### Drive-strength map, run 1

Scale bar: 20 um.
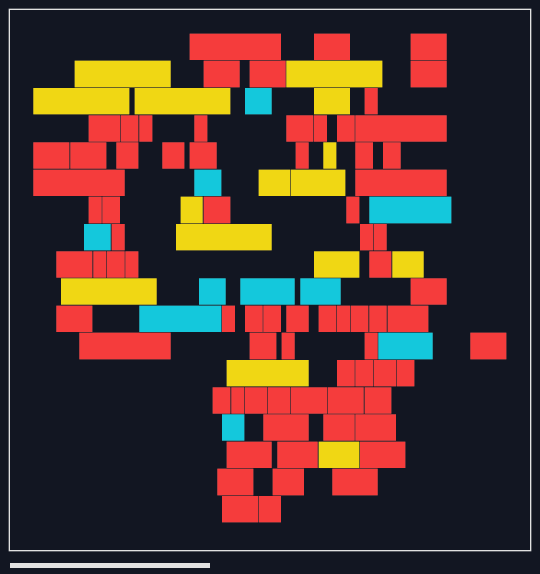
### Clock nets, run 1

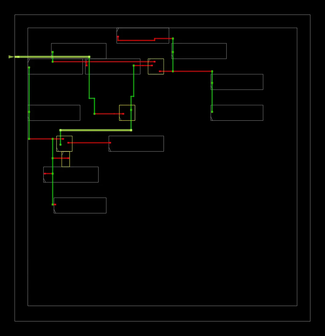
### Clock wires, drivers and flops, run 1

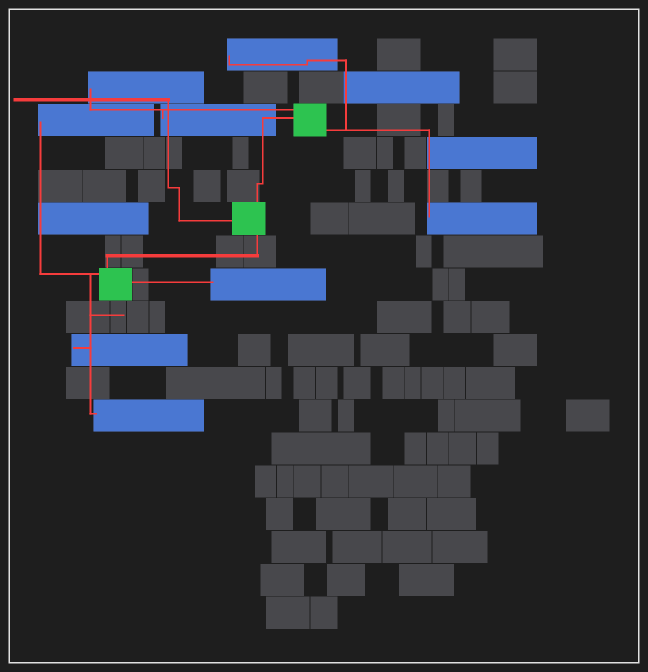
## config.mk

```make
export PLATFORM = sky130hd
export DESIGN_NAME = bus_rr_arbiter
export DESIGN_NICKNAME = d
export VERILOG_FILES = /design/src/rtl/bus_rr_arbiter.sv
export SDC_FILE = /design/constraint.sdc
export NUM_CORES = 1
export LEC_CHECK = 0
export CAP_MARGIN = 20
export CORE_AREA = 2 2 50 52
export DETAILED_ROUTE_END_ITERATION = 8
export DIE_AREA = 0 0 52 54
export RECOVER_POWER = 50
export SYNTH_ARGS = -nofsm -noshare
export SYNTH_HDL_FRONTEND = slang
export SYNTH_SLANG_ARGS = --single-unit
```

## constraint.sdc

```tcl
create_clock -name clk -period 3.12 [get_ports clk]
set_input_delay 0.78 -clock clk [delete_from_list [all_inputs] [get_ports clk]]
set_output_delay 0.78 -clock clk [all_outputs]
set_load 0.005 [all_outputs]
```

## src/rtl/bus_rr_arbiter.sv

```systemverilog
// Round-robin bus arbiter with active-low requests and registered one-hot active-low grants.
// Optional tenure limit with forced revoke is enabled by defining BUS_ARB_TENURE_LIMIT_EN.
module bus_rr_arbiter #(
    parameter int unsigned MASTER_NUM = 4,
    parameter int unsigned OWNER_W    = 2,
    parameter int unsigned TENURE_MAX = 16
) (
    input  logic                  clk,
    input  logic                  reset,
    input  logic [MASTER_NUM-1:0] m_req_,
    output logic [MASTER_NUM-1:0] m_grnt_,
    output logic [OWNER_W-1:0]    owner,
    output logic                  owner_vld,
    output logic                  arb_switch
);

    typedef enum logic [1:0] {StIdle, StOwned, StRevoke} state_t;

    if (MASTER_NUM < 2 || MASTER_NUM > (1 << OWNER_W) || TENURE_MAX < 1) begin : g_bad_param
        $error("bus_rr_arbiter: illegal parameter combination");
    end

    state_t                r_state;
    logic [MASTER_NUM-1:0] r_grnt_;
    logic [OWNER_W-1:0]    r_owner;
    logic [OWNER_W-1:0]    r_last_owner;
    logic                  r_owner_vld;
    logic                  r_switch;

    logic [MASTER_NUM-1:0] w_req;
    logic [MASTER_NUM-1:0] w_req_m;
    logic [OWNER_W-1:0]    w_base;
    logic [OWNER_W-1:0]    w_idx;
    logic [OWNER_W-1:0]    w_winner;
    logic                  w_found;
    logic                  w_owner_req;
    logic                  w_grant;

    assign w_req       = ~m_req_;
    assign w_owner_req = w_req[r_owner];
    assign w_base      = (r_state == StIdle) ? r_last_owner : r_owner;

    // Search starts after the base; outside IDLE the base (current owner) is masked off.
    always_comb begin
        w_req_m  = w_req;
        if (r_state != StIdle) begin
            w_req_m[w_base] = 1'b0;
        end
        w_found  = 1'b0;
        w_winner = '0;
        w_idx    = '0;
        for (int i = 1; i <= int'(MASTER_NUM); i++) begin
            w_idx = OWNER_W'((int'(w_base) + i) % int'(MASTER_NUM));
            if (!w_found && w_req_m[w_idx]) begin
                w_found  = 1'b1;
                w_winner = w_idx;
            end
        end
    end

    assign w_grant = w_found && ((r_state == StIdle) || (r_state == StRevoke) ||
                                 ((r_state == StOwned) && !w_owner_req));

`ifdef BUS_ARB_TENURE_LIMIT_EN
    localparam int unsigned TenW = $clog2(TENURE_MAX) + 1;

    logic [TenW-1:0]       r_tenure;
    logic [MASTER_NUM-1:0] w_owner_oh;
    logic                  w_others;

    assign w_owner_oh = MASTER_NUM'(1) << r_owner;
    assign w_others   = |(w_req & ~w_owner_oh);
`endif

    always_ff @(posedge clk or negedge reset) begin
        if (!reset) begin
            r_state      <= StIdle;
            r_grnt_      <= '1;
            r_owner      <= '0;
            r_last_owner <= OWNER_W'(MASTER_NUM - 1);
            r_owner_vld  <= 1'b0;
            r_switch     <= 1'b0;
`ifdef BUS_ARB_TENURE_LIMIT_EN
            r_tenure     <= '0;
`endif
        end else begin
            r_switch <= 1'b0;
            if (w_grant) begin
                r_state      <= StOwned;
                r_grnt_      <= ~(MASTER_NUM'(1) << w_winner);
                r_owner      <= w_winner;
                r_last_owner <= w_winner;
                r_owner_vld  <= 1'b1;
                r_switch     <= 1'b1;
`ifdef BUS_ARB_TENURE_LIMIT_EN
                r_tenure     <= '0;
`endif
            end else begin
                unique case (r_state)
                    StIdle: begin
                        r_state <= StIdle;
                    end
                    StOwned: begin
                        if (!w_owner_req) begin
                            r_state     <= StIdle;
                            r_grnt_     <= '1;
                            r_owner_vld <= 1'b0;
                        end
`ifdef BUS_ARB_TENURE_LIMIT_EN
                        // The increment that would reach TENURE_MAX revokes if anyone waits.
                        else if (w_others && (r_tenure >= TenW'(TENURE_MAX - 1))) begin
                            r_state     <= StRevoke;
                            r_grnt_     <= '1;
                            r_owner_vld <= 1'b0;
                        end else if (r_tenure != TenW'(TENURE_MAX)) begin
                            r_tenure <= r_tenure + 1'b1;
                        end
`endif
                    end
                    StRevoke: begin
                        r_state <= StIdle;
                    end
                    default: begin
                        r_state     <= StIdle;
                        r_grnt_     <= '1;
                        r_owner_vld <= 1'b0;
                    end
                endcase
            end
        end
    end

    assign m_grnt_    = r_grnt_;
    assign owner      = r_owner;
    assign owner_vld  = r_owner_vld;
    assign arb_switch = r_switch;

endmodule

```

==> results.yml, run 1 <==
# implementation run metrics
finish:
  nFillCells: 215
  final_common_cell: "sky130_fd_sc_hd__a21oi_1"
  finish.net_count: 111
global_routing:
  globalRoute.totalOverflow: 0
  grt_max_degree: 12
  antenna_violations_before_repair: 0
  via_count_of_the_first_global_routing_pass: 676
min_path:
  hold_start: "r_last_owner[0]$_DFFE_PN1N_"
  holdCritPathClass: "register to register"
critical_path:
  path_cells: "mux2_4, inv_1, ha_1, mux2_1, a211oi_1, a31oi_1, o311a_1, a2111oi_2, nor3_2"
  worst_setup_path_end_kind: "register"
  worstPathMaxFanout: 9
  worst_path_largest_cell_delay_ns: 0.60
  cp_num_cells: 9
  worstReg2RegEnd: "m_grnt_[2]$_DFFE_PN1P_"
  start_kind: "register"
  crit_arrival_ns: 3.10
  critPathKind: "register to register"
  timing.critical_path.required_ns: 3.31
  timing.critical_path.to: "m_grnt_[2]$_DFFE_PN1P_"
  cp-startpoint: "r_state[0]$_DFFE_PN0P_"
  regToRegStartpoint: "r_state[0]$_DFFE_PN0P_"
  reg2reg_setup_slack_ns: 0.22
yosys:
  synth_area_per_cell_um2: 9.92
  muxShareOfSynthArea_pct: 15.2
  synthesis.yosys.warnings: 0
  synth.most_common_cell: "sky130_fd_sc_hd__a21oi_1"
  mappedNetlistNets: 96
  yosys.stat.seqShare_pct: 33.1
  synth.comb.largest_family: "AND-OR/OR-AND gates"
  yosys.area_share.simple_pct: 12.5
  synth_async_sr_flop_share_pct: 100
  largest_area_cell: "sky130_fd_sc_hd__dfstp_2"
  synth.distinct_cells: 38
  synthTopCellsByArea: "sky130_fd_sc_hd__dfstp_2 (18%), sky130_fd_sc_hd__dfrtp_1 (15%), sky130_fd_sc_hd__ha_1 (5.9%)"
  synth_flop_count: 11
  number_of_synthesized_flops_with_an_enable_pin: 0
  syn_inst: 86
  synthDominantCellAreaShare_pct: 18.5
  post_synth_fa_ha_maj_area_fraction_pct: 5.87
  synth_compound_gate_area_share_pct: 27.7
  syn_area_um2: 853
  postSynth.topFlopCell: "sky130_fd_sc_hd__dfstp_2"
  ys_sh_xor_pct: 0
run_status:
  run_status: "completed"
clock_network:
  cts_tree: "built"
  cts.path.max_buffers: 2
  cts_repair_resize_count: 0
  post-cts-setup-buffers: 0
  htree_num_levels: 1
  clk_transition_reported_paths_ns: 0.07
  root_buffer: "sky130_fd_sc_hd__clkbuf_4"
  number_of_hold_buffers_added_after_cts: 0
die:
  fp.coreArea_mm2: 0.00232
  core.rowCount: 18
  die_h_um: 54
  die_w_um: 52
  initial_utilization_pct: 36.8
  floorplan.io_pins: 14
sta:
  slew_violations: 0
  max-slew-margin-rel_pct: 66.2
  final_min_period_over_clock_period_pct: 93.0
  fmax_mhz: 345
  worst-slew-pin-transition_ns: 0.505
  setup_violating_endpoint_count_in_the_final_report: 0
  holdWs_ns: 0.505
  finalHoldViolations: 0
  setup_repair_after_global_routing_missed_its_margin: "false"
  timing.setup.tns_ns: 0
  finalWorstPathRequiredPeriod_ns: 2.90
placed_design:
  dp.final_hpwl_um: 1370
  place.port_buffers: 13
power_and_ir_drop:
  power_leakage_uw: 0.000393
  vdd_drop_max_uv: 556
  fin_total_pwr_uw: 1240
drt:
  drt-pass1-iter-count: 4
  drtAntennaViolNets: 0
  detail_route.vias_per_cell: 5.47
  route.detailed.drc: 0
  routed_wire_length_per_instance_um: 13.7
  first_iter_violations: 10
  postRouteWirelength_um: 1780
run:
  max_cap_viol_count: 0
Back to the opening pictures, 'Drive-strength map':
x2 -> yellow  # cells 15, most used dfstp_2
x3 and x4 -> cyan  # cells 10, most used clkbuf_4
x1 and smaller -> red  # cells 75, most used a21oi_1
Design Area, Final: 0.00103 mm^2
Area growth, synth to finish: 20.5%

Back to the opening pictures, 'Clock nets':
clock buffer instance count of the final layout: 4
Flops: 11
post-route clock skew: 0.00569 ns
TritonCTS Buffers: 3

Back to the opening pictures, 'Clock wires, drivers and flops':
flip-flops -> blue  # count 11
clock-net drivers -> green  # count 3
clock wires -> red  # length 154 um
routed clock nets = 4
Clock power frac: 7.8%
worst skew pair latency: 0.27 ns
clk pwr: 96.7 uW

run 1: flip-flops by register name, summed over array words and instances, names as in the netlist:
register	count
owner	2
arb_switch	1
r_last_owner	2
r_state	1
owner_vld	1
m_grnt_	4
run 1: worst min path at each step:
stage,end,slack (ns),cells after the start
CTS,r_last_owner[0]$_DFFE_PN1N_,0.51,2
global placement,m_grnt_[0]$_DFFE_PN1P_,0.51,1
global route,m_grnt_[1]$_DFFE_PN1P_,0.53,2
finish,r_last_owner[0]$_DFFE_PN1N_,0.51,2
floorplan,arb_switch$_DFF_PN0_,0.48,0
detailed placement,r_last_owner[0]$_DFFE_PN1N_,0.50,2
run 1: area by class of cell:
type                            count  area [um^2]  area share [%]
Timing Repair Buffer               14          138            13.4
Clock buffer                        4         26.3            2.55
Inverter                            5         21.3            2.07
Sequential cell                    11          283            27.5
Multi-Input combinational cell     66          523            50.9
Tap cell                           30         37.5            3.65
run 1: per-stage QoR:
| stage | utilization [%] | area, um^2 | std cells | setup WS, ns |
|---|---|---|---|---|
| 6_report | 44.3 | 1030 | 130 | 0.219 |
| 5_1_grt | 44.3 | 1030 | 130 | 0.0756 |
| 4_1_cts | 44.3 | 1030 | 130 | 0.244 |
| 3_5_place_dp | 43.2 | 1000 | 126 | 0.262 |
| 3_3_place_gp | 43.2 | 1000 | 126 | 0.232 |
| 2_1_floorplan | - | 853 | 86 | 0.582 |
run 1: where the power goes:
group	internal [uW]	total (uW)	leakage [uW]	switching, uW
Sequential	232	292	0.000117	60.6
Clock	49.5	96.7	0.0000150	47.2
Combinational	412	847	0.000261	434
run 1: layer usage:
layer  part of all wire (%)  GRT usage, %  wire (um)  vias up
li1                       -             -          -      352
met1                     47          18.6        835      344
met2                     48          24.3        861       15
met3                    4.8          3.89         86        0
met4                      0          3.95          0        0
met5                      0             0          0        -
### Placed cells, one colour a class, run 1

Scale bar: 20 um.
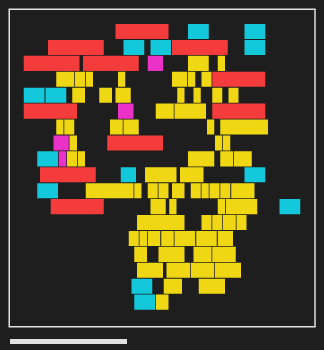

==> run 2, diff against run 1 <==
- clock period: 3.12 -> 2.9 ns (I/O delays scaled with it)
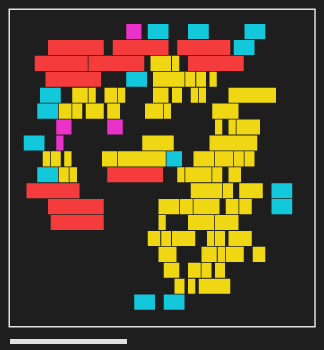
*Placed cells, one colour a class, run 2*
Scale bar: 20 um.
remaining logic cells -> yellow  # cells 71, share of their area 55%
remaining buffers and delay cells -> cyan  # cells 14, share of their area 14%
registers -> red  # cells 11, share of their area 29%
clock drivers and dummy loads -> magenta  # cells 4, share of their area 2.6%
fraction of area in registers: 27.5%
number of rows in the core area: 18
Design Area, Final: 0.00103 mm^2
area of the placeable core: 0.00232 mm^2
post-layout util: 44.5%

==> results.yml, run 2 <==
# implementation run metrics
drt:
  maxUsedRoutingLayer: "met4"
  route.detailed.drc: 0
  detailroute.wirelength.met3_um: 57
  drtAntennaViolNets: 0
  first_iter_violations: 25
  route.layer.met1.wl_um: 854
  drt-pass1-iter-count: 4
  detail_route.vias_per_cell: 5.61
  routed_wire_length_per_instance_um: 14.8
  postRouteWirelength_um: 1920
finish:
  register_area_um2: 284
  number_of_flip_flops_in_the_largest_register: 4
  nFillCells: 241
  sh_comb_area_pct: 50.9
  num-multi-input-gates: 66
  inv_count: 5
  biggestCellCategory: "multi-input combinational cells"
  signal_buffer_area_fraction_pct: 13.3
  final_common_cell: "sky130_fd_sc_hd__a21oi_1"
  area_delta_synth_final_pct: 21.0
  mi_logic_area_um2: 526
  layout.clock_buffers: 4
placed_design:
  place.port_buffers: 13
  place_ws_ns: 0.112
  post_dp_cell_area_mm2: 0.00100
sta:
  setup_repair_after_global_routing_missed_its_margin: "false"
  skew_ns: 0.00109
  max-slew-margin-rel_pct: 68.1
  finalWorstPathRequiredPeriod_ns: 2.73
  fmax_mhz: 366
  worst-slew-pin-transition_ns: 0.477
  postLayoutSetupSlackWorst_ns: 0.169
  slew_violations: 0
  final_min_period_over_clock_period_pct: 94.2
clock_network:
  root_buffer: "sky130_fd_sc_hd__clkbuf_4"
  htree_num_levels: 1
  post-cts-setup-buffers: 0
  tritoncts_buffers: 3
  clock_latency_ns: 0.26
  cts_tree: "built"
  number_of_hold_buffers_added_after_cts: 0
  clk_transition_reported_paths_ns: 0.07
global_routing:
  groute.layer.met2.usage_pct: 26.4
  via_count_of_the_first_global_routing_pass: 744
  grt_max_degree: 12
  grt.met1_usage_pct: 18.5
  globalRoute.totalOverflow: 0
  antenna_violations_before_repair: 0
  grt_most_used_layer: "met2"
die:
  initial_utilization_pct: 36.8
  num_tap_cells: 30
  die_w_um: 52
power_and_ir_drop:
  power_leakage_uw: 0.000390
  vdd_drop_max_uv: 592
yosys:
  number_of_synthesized_flops_with_an_enable_pin: 0
  synth.distinct_cells: 38
  postSynth.topFlopCell: "sky130_fd_sc_hd__dfstp_2"
  synthTopCellsByArea: "sky130_fd_sc_hd__dfstp_2 (18%), sky130_fd_sc_hd__dfrtp_1 (15%), sky130_fd_sc_hd__ha_1 (5.9%)"
  synth_flop_count: 11
  synth_area_per_cell_um2: 9.92
  largest_area_cell: "sky130_fd_sc_hd__dfstp_2"
  syn_area_um2: 853
  synthesis.yosys.warnings: 0
  synthDominantCellAreaShare_pct: 18.5
run:
  max_cap_viol_count: 0
critical_path:
  timing.critical_path.required_ns: 3.09
  path_cells: "mux2_4, inv_1, ha_2, mux2_1, a211oi_1, a31oi_1, o311a_1, a2111oi_2, nor3_2"
  critPathKind: "register to register"
  reg2reg_setup_slack_ns: 0.17
  worst_setup_path_end_kind: "register"
  start_kind: "register"
run_status:
  run_status: "completed"
min_path:
  holdCritPathClass: "register to register"
==> run 2: cell counts after synthesis <==
Identical to the previous run, type by type.
==> run 2: logic make-up after synthesis <==
group,after synthesis,synth area share [%]
compound gates,33,27.7
mux,9,15.2
buf+inv,9,5.57
flops,11,33.1
simple gates,20,12.5
fa+ha+maj,4,5.87
==> run 2: stage by stage <==
| stage | std cells | power [uW] | hold slack (ns) |
|---|---|---|---|
| floorplan | 86 | 1010 | 0.429 |
| global placement | 126 | 1240 | 0.495 |
| detailed placement | 126 | 1250 | 0.494 |
| CTS | 130 | 1360 | 0.504 |
| global route | 130 | 1470 | 0.527 |
| finish | 130 | 1350 | 0.501 |
==> run 2: worst min-delay path: stages, from the launching register on <==
cell and delay [ns]:
sky130_fd_sc_hd__dfstp_2 0.37, sky130_fd_sc_hd__nor2_1 0.09, sky130_fd_sc_hd__a31oi_1 0.05
==> run 2: what timing repair did <==
| action | in CTS | in global routing |
|---|---|---|
| endpoints found under the hold margin | 0 | 0 |
| setup endpoints to repair | 0 | 1 |
| gates resized | 0 | 2 |
==> run 2: path summary, 6_finish.rpt <==
check	start	endpoint	depth (start not counted)
max	r_state[0]$_DFFE_PN0P_	m_grnt_[2]$_DFFE_PN1P_	9
min	m_grnt_[1]$_DFFE_PN1P_	m_grnt_[1]$_DFFE_PN1P_	2
max reg2reg	r_state[0]$_DFFE_PN0P_	m_grnt_[2]$_DFFE_PN1P_	9
min reg2reg	m_grnt_[1]$_DFFE_PN1P_	m_grnt_[1]$_DFFE_PN1P_	2
max in group asynchronous	reset	r_state[0]$_DFFE_PN0P_	1
min in group asynchronous	reset	owner[1]$_DFFE_PN0N_	1
==> run 2: where the power goes <==
part | internal (uW) | switching, uW | total, uW
Clock | 53.1 | 49.7 | 103
Sequential | 250 | 70.8 | 321
Combinational | 451 | 479 | 931
No activity file was given, so power comes from the tool's default toggle rates.
